Fig. 1: supply network
Scale bar: 20 um. Pins as bars on the die edge. Tap cells in grey.
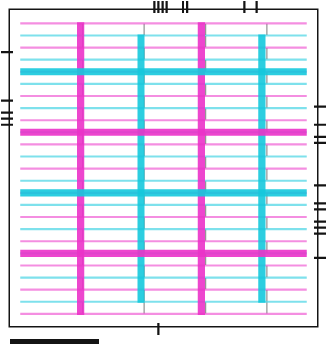
Fig. 2: placed cells, one colour a class
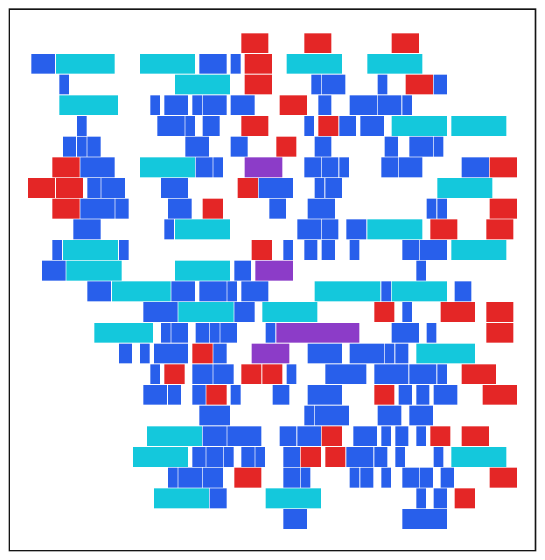
Fig. 3: clock wires, drivers and flops
Scale bar: 20 um.
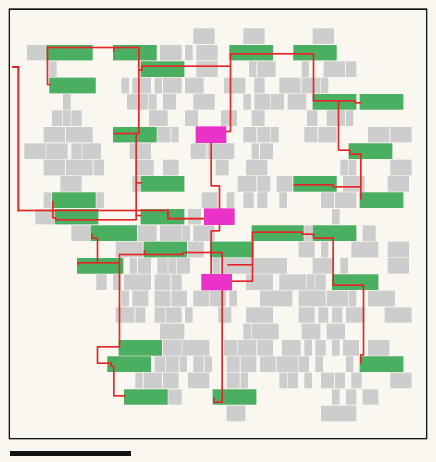
Fig. 4: metal layers overlaid
Scale bar: 20 um. Two of the layers only.
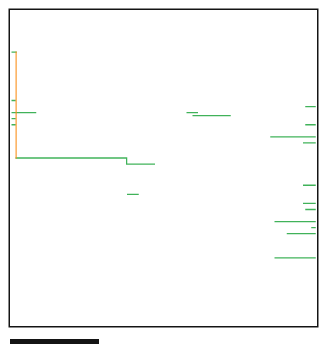
--- config.mk ---
export PLATFORM = sky130hd
export DESIGN_NAME = clk_gate_ctrl
export DESIGN_NICKNAME = d
export VERILOG_FILES = /design/src/rtl/clk_gate_ctrl.sv
export SDC_FILE = /design/constraint.sdc
export NUM_CORES = 1
export LEC_CHECK = 0
export CORE_AREA = 2 2 67 69
export CTS_BUF_LIST = sky130_fd_sc_hd__clkbuf_8
export CTS_CLUSTER_DIAMETER = 60
export DETAILED_ROUTE_END_ITERATION = 6
export DIE_AREA = 0 0 69 71
export GPL_ROUTABILITY_DRIVEN = 0
export HOLD_SLACK_MARGIN = 0.05
export MAX_ROUTING_LAYER = met4
export PLACE_DENSITY_LB_ADDON = 0.12
export SYNTH_ARGS = -nofsm -noshare
export SYNTH_HDL_FRONTEND = slang
export SYNTH_SLANG_ARGS = --single-unit
--- constraint.sdc ---
create_clock -name CLK -period 2.1 [get_ports CLK]
set_input_delay 0.42 -clock CLK [delete_from_list [all_inputs] [get_ports CLK]]
set_output_delay 0.42 -clock CLK [all_outputs]
set_load 0.05 [all_outputs]
--- src/rtl/clk_gate_ctrl.sv ---
// Enable generator for the clock-gating stage: closes the gated domain after an idle window, reopens it on Req/Force_On.
// Gate_En rises one edge after a wake sample; Ack follows WAKE_CYCLES edges later; every output is a flop.
module clk_gate_ctrl #(
  parameter int IDLE_CYCLES = 16,
  parameter int WAKE_CYCLES = 2,
  parameter int CNT_W       = 8,
  parameter int OFF_CNT_W   = 16
) (
  input  logic                 CLK,
  input  logic                 RST,
  input  logic                 Req,
  input  logic                 Busy,
  input  logic                 Force_On,
  output logic                 Gate_En,
  output logic                 Ack,
  output logic [1:0]           State,
  output logic [OFF_CNT_W-1:0] Off_Count
);

  localparam logic [1:0] S_OFF   = 2'd0;
  localparam logic [1:0] S_WAKE  = 2'd1;
  localparam logic [1:0] S_ON    = 2'd2;
  localparam logic [1:0] S_DRAIN = 2'd3;

  localparam logic [CNT_W-1:0] WAKE_LD = CNT_W'(WAKE_CYCLES - 1);
  localparam logic [CNT_W-1:0] IDLE_LD = CNT_W'(IDLE_CYCLES - 1);

  if (IDLE_CYCLES < 1 || IDLE_CYCLES > (2 ** CNT_W)) begin : g_bad_idle
    $fatal(1, "clk_gate_ctrl: IDLE_CYCLES out of range 1..2^CNT_W");
  end
  if (WAKE_CYCLES < 1 || WAKE_CYCLES > (2 ** CNT_W)) begin : g_bad_wake
    $fatal(1, "clk_gate_ctrl: WAKE_CYCLES out of range 1..2^CNT_W");
  end

  logic             act;
  logic             wake;
  logic [CNT_W-1:0] cnt;

  assign act  = Req | Busy | Force_On;
  assign wake = Req | Force_On;

  always_ff @(posedge CLK) begin
    if (!RST) begin
      State     <= S_OFF;
      Gate_En   <= 1'b0;
      Ack       <= 1'b0;
      cnt       <= '0;
      Off_Count <= '0;
    end else begin
      case (State)
        S_OFF: begin
          if (wake) begin
            State   <= S_WAKE;
            Gate_En <= 1'b1;
            cnt     <= WAKE_LD;
          end
        end
        // A Req dropped mid-wake still completes the wake; Ack then simply stays low.
        S_WAKE: begin
          if (cnt == '0) begin
            State <= S_ON;
            Ack   <= Req;
          end else begin
            cnt <= cnt - 1'b1;
          end
        end
        S_ON: begin
          if (!act) begin
            State <= S_DRAIN;
            Ack   <= 1'b0;
            cnt   <= IDLE_LD;
          end else begin
            Ack <= Req;
          end
        end
        default: begin
          // Activity wins over an expiring idle count so the gate never drops under load.
          if (act) begin
            State <= S_ON;
            Ack   <= Req;
          end else if (cnt == '0) begin
            State   <= S_OFF;
            Gate_En <= 1'b0;
            if (Off_Count != '1) Off_Count <= Off_Count + 1'b1;
          end else begin
            cnt <= cnt - 1'b1;
          end
        end
      endcase
    end
  end

endmodule
==> ci_impl_report.md <==
### Yosys + OpenROAD results

| Metric | Value |
|---|---|
| Synth cell count leaders | 29 x nor2_1, 28 x dfxtp_1, 14 x xnor2_1 |
| Global route overflow | 0 |
| P per Cell Area | 1210 nW/um^2 |
| Fillcell total | 427 |
| Non-filler instance count after layout | 278 |
| CP Launch Type | register |
| Commonest flop | dfxtp_1 |
| Ys async rst share | 0 |
| Top area cell types | dfxtp_1 35%, xnor2_1 7.7%, nor2_1 6.8%, ha_1 6.3%, nor3_2 4.4% |
| Clk_skew | 0.00327 ns |
| Critical path's top delay family | buffers and inverters |
| Reg power frac | 0.280 |
| Period utilization | 0.969 |
| Min-delay worst type | register to register |
| Slew Viols, Final | 0 |
| Final Hold Viols | 0 |
| Ao+oa area frac | 0.113 |
| Crit path cell chain | buf_4, clkdlybuf4s50_1 |
| Most instantiated library cell after synthesis | nor2_1 |
| Adder Area Share | 0.0629 |
| Comb pwr share | 0.549 |
| Cell area after synthesis | 1590 um^2 |
| Post-synthesis simple-gate area fraction | 0.320 |
| P_leak | 0.770 nW |
| Yosys cell count | 188 |
| Crit path kind | register to output port |
| DRC errors left | 0 |
| CTS Buf Count | 3 |
| Nets@finish | 240 |
| Yosys Chip Area | 1590 um^2 |
| Seq share, synth | 0.352 |
| Unique masters post-synth | 36 |
| Row count | 24 |
| CP endpoint kind | output port |
| Number of enable flip-flop cells | 0 |
| Yosys warns | 0 |
| Clk pin slew, worst setup/hold paths | 0.10 ns |
| I/O Buffers | 24 |
| Syn Inst Count | 188 |
| Worst-Skew Late Latency | 0.28 ns |
| Area Overhead vs Synth | 31.9% |
| Slew headroom | 0.665 |
| Avg Inst Size Synth | 8.46 um^2 |
| Number of global-route vias before repair | 1,452 |
| Initial drt markers | 60 |
| Data arrival, critical path | 1.61 ns |
| Min cycle time layout | 2.03 ns |
| Core Region | 4200 um^2 |
| H-Tree Depth | 1 |
| Sw Pwr | 0.00101 W |
| CP required | 1.68 ns |
| Max-cap viol count | 0 |
| Die height | 71 um |
| Initial antenna violation count | 0 |
| CP Buf/Inv Count | 2 |
| Root buffer cell | clkbuf_8 |
| Synth area leader | dfxtp_1 |
| FP Core Util | 0.378 |
| Post-cts hold-fix buffer tally | 0 |
| Die area | 4900 um^2 |
| Antenna viol nets, final | 0 |
| Int Pwr | 0.00153 W |
| Dominant combinational family | simple AND/OR/NAND/NOR gates |
| Switching Share | 0.398 |
| Clock network power share | 0.171 |
| Fraction of layout cells with a size suffix above 1 | 0.190 |
| Clk sinks | 28 |
| Clock tree from TritonCTS | built |
| Max VDD drop | 497 uV |
| First-pass iteration count of the detailed router | 4 |
| Clk buf depth | 2 |
| Post-Synth XOR/XNOR Area | 0.0771 |
| First-pass GRT wire length | 6.76 mm |
| Post-synth regs | 28 |
| Mux frac, synth | 0.0378 |
| Dominant cell area share | 0.352 |
| Fin worst setup slack | 0.0654 ns |
| Status | completed |
| FMAX | 491 MHz |
| Die width | 69 um |
| I/O pin total | 25 |
| RSZ-0062 raised after global routing | yes |
| Tool Warnings | 33 |
| Post-synth net total | 201 |
| Logic cell area | 993 um^2 |
| Critical Path Max Stage Delay | 0.82 ns |
| Antenna Cells | 0 |
| Place WS | -0.284 ns |
| Final setup vio count | 0 |
| Worst-margin pin slew | 0.502 ns |
| Hpwl dp | 2.86 mm |
| Dpl cells | 273 |
| Slowest stage cell, crit path | clkdlybuf4s50_1 |
| Vias/cell | 5.29 |
| Post-layout util | 0.499 |
| Flop area | 571 um^2 |
| Largest net degree at the start of global routing | 17 |
| Crit Path Max Fanout | 11 |
## Picture notes: Fig. 1
| colour | net |
|---|---|
| cyan | VDD |
| magenta | VSS |
met4 straps: 4
signal pins: 25
met1 rails: 25

## Picture notes: Fig. 2
| colour | class | cells |
|---|---|---|
| blue | remaining logic cells | 153 |
| cyan | registers | 28 |
| red | remaining buffers and delay cells | 41 |
| purple | clock drivers and dummy loads | 4 |

## Picture notes: Fig. 3
[magenta] clock-net drivers | count: 3
[green] flip-flops | count: 28
[red] clock wires | length: 403 um
routed clock nets: 4

## Picture notes: Fig. 4
| colour | layer | wire length |
|---|---|---|
| orange | M4 | 23.8 um |
| green | M3 | 102 um |
wirelength, routed: 3.81 mm
Total GRT Usage: 0.170
WL per Instance: 13.7 um
vias: 1,471

power groups by stage:
stage	Clock, W	Combinational [W]	Sequential, W
after global routing	0.000475	0.00152	0.000730
after detailed placement	0	0.00131	0.000716
after floorplan	0	0.000815	0.000821
after CTS	0.000449	0.00132	0.000703
final	0.000435	0.00139	0.000709
after global placement	0	0.00128	0.000712
logic make-up after synthesis:
| kind of cell | count (synthesis) |
|---|---|
| simple gates | 91 |
| compound gates | 28 |
| flops | 28 |
| xor+xnor | 14 |
| buf+inv | 13 |
| fa+ha+maj | 8 |
| mux | 6 |
layout by cell type, fill, tap and decap left out, drive strengths merged, types with 4 or more instances in the layout:
cell type,n
a21oi,11
inv,6
clkdlybuf4s50,21
o21ai,6
nand3,8
nand2,13
xnor2,14
mux2i,6
or3,4
dfxtp,28
nand4,6
nor2,29
buf,17
nor4,9
nor3,9
ha,8
state kept, by name, summed over array words and instances (netlist names):
name	cells
Off_Count	16
Ack	1
Gate_En	1
cnt	8
State	2
worst min-delay path: stages, from the launching register on:
cell,delay (ns)
dfxtp_2,0.34
nand2_1,0.05
a21oi_1,0.05
path summary, 6_finish.rpt:
path              startpoint  endpoint  slack, ns  cells after the start
setup / recovery    State[0]  State[0]       0.07                      2
hold / removal        cnt[1]    cnt[1]       0.47                      2
setup reg to reg      cnt[1]    cnt[7]       0.09                      8
hold reg to reg       cnt[1]    cnt[1]       0.47                      2
metal layers:
metal / share of wire / wire length (um) / vias to the layer above / GRT usage
met5: 0 / 0 / - / -
met3: 0.027 / 102 / 2 / 0.0242
li1: - / - / 754 / -
met1: 0.48 / 1840 / 693 / 0.220
met2: 0.48 / 1840 / 22 / 0.278
met4: 0.0060 / 23 / 0 / 0.0479
metrics by stage:
stage	hold WS, ns	power [W]	cell area [um^2]	TNS, ns
3_3_place_gp	0.453	0.00199	1990	-3.01
2_1_floorplan	0.441	0.00164	1610	-0.00698
4_1_cts	0.484	0.00247	2060	0
5_1_grt	0.495	0.00273	2100	-0.0209
3_5_place_dp	0.470	0.00203	1990	-3.73
6_report	0.474	0.00254	2100	0
layout make-up:
| type | instances | area share |
|---|---|---|
| inverter | 6 | 0.0107 |
| multi-input combinational | 147 | 0.473 |
| tap | 52 | 0.0310 |
| clock buffer | 3 | 0.0197 |
| clock inverter | 1 | 0.0143 |
| timing repair buffer | 41 | 0.179 |
| sequential | 28 | 0.272 |
repair_timing:
item	CTS	global route
resized	0	9
endpoints found under the setup margin	0	17
setup buffers	0	1
Power figures rest on the tool's default switching activity, not on a simulated workload.
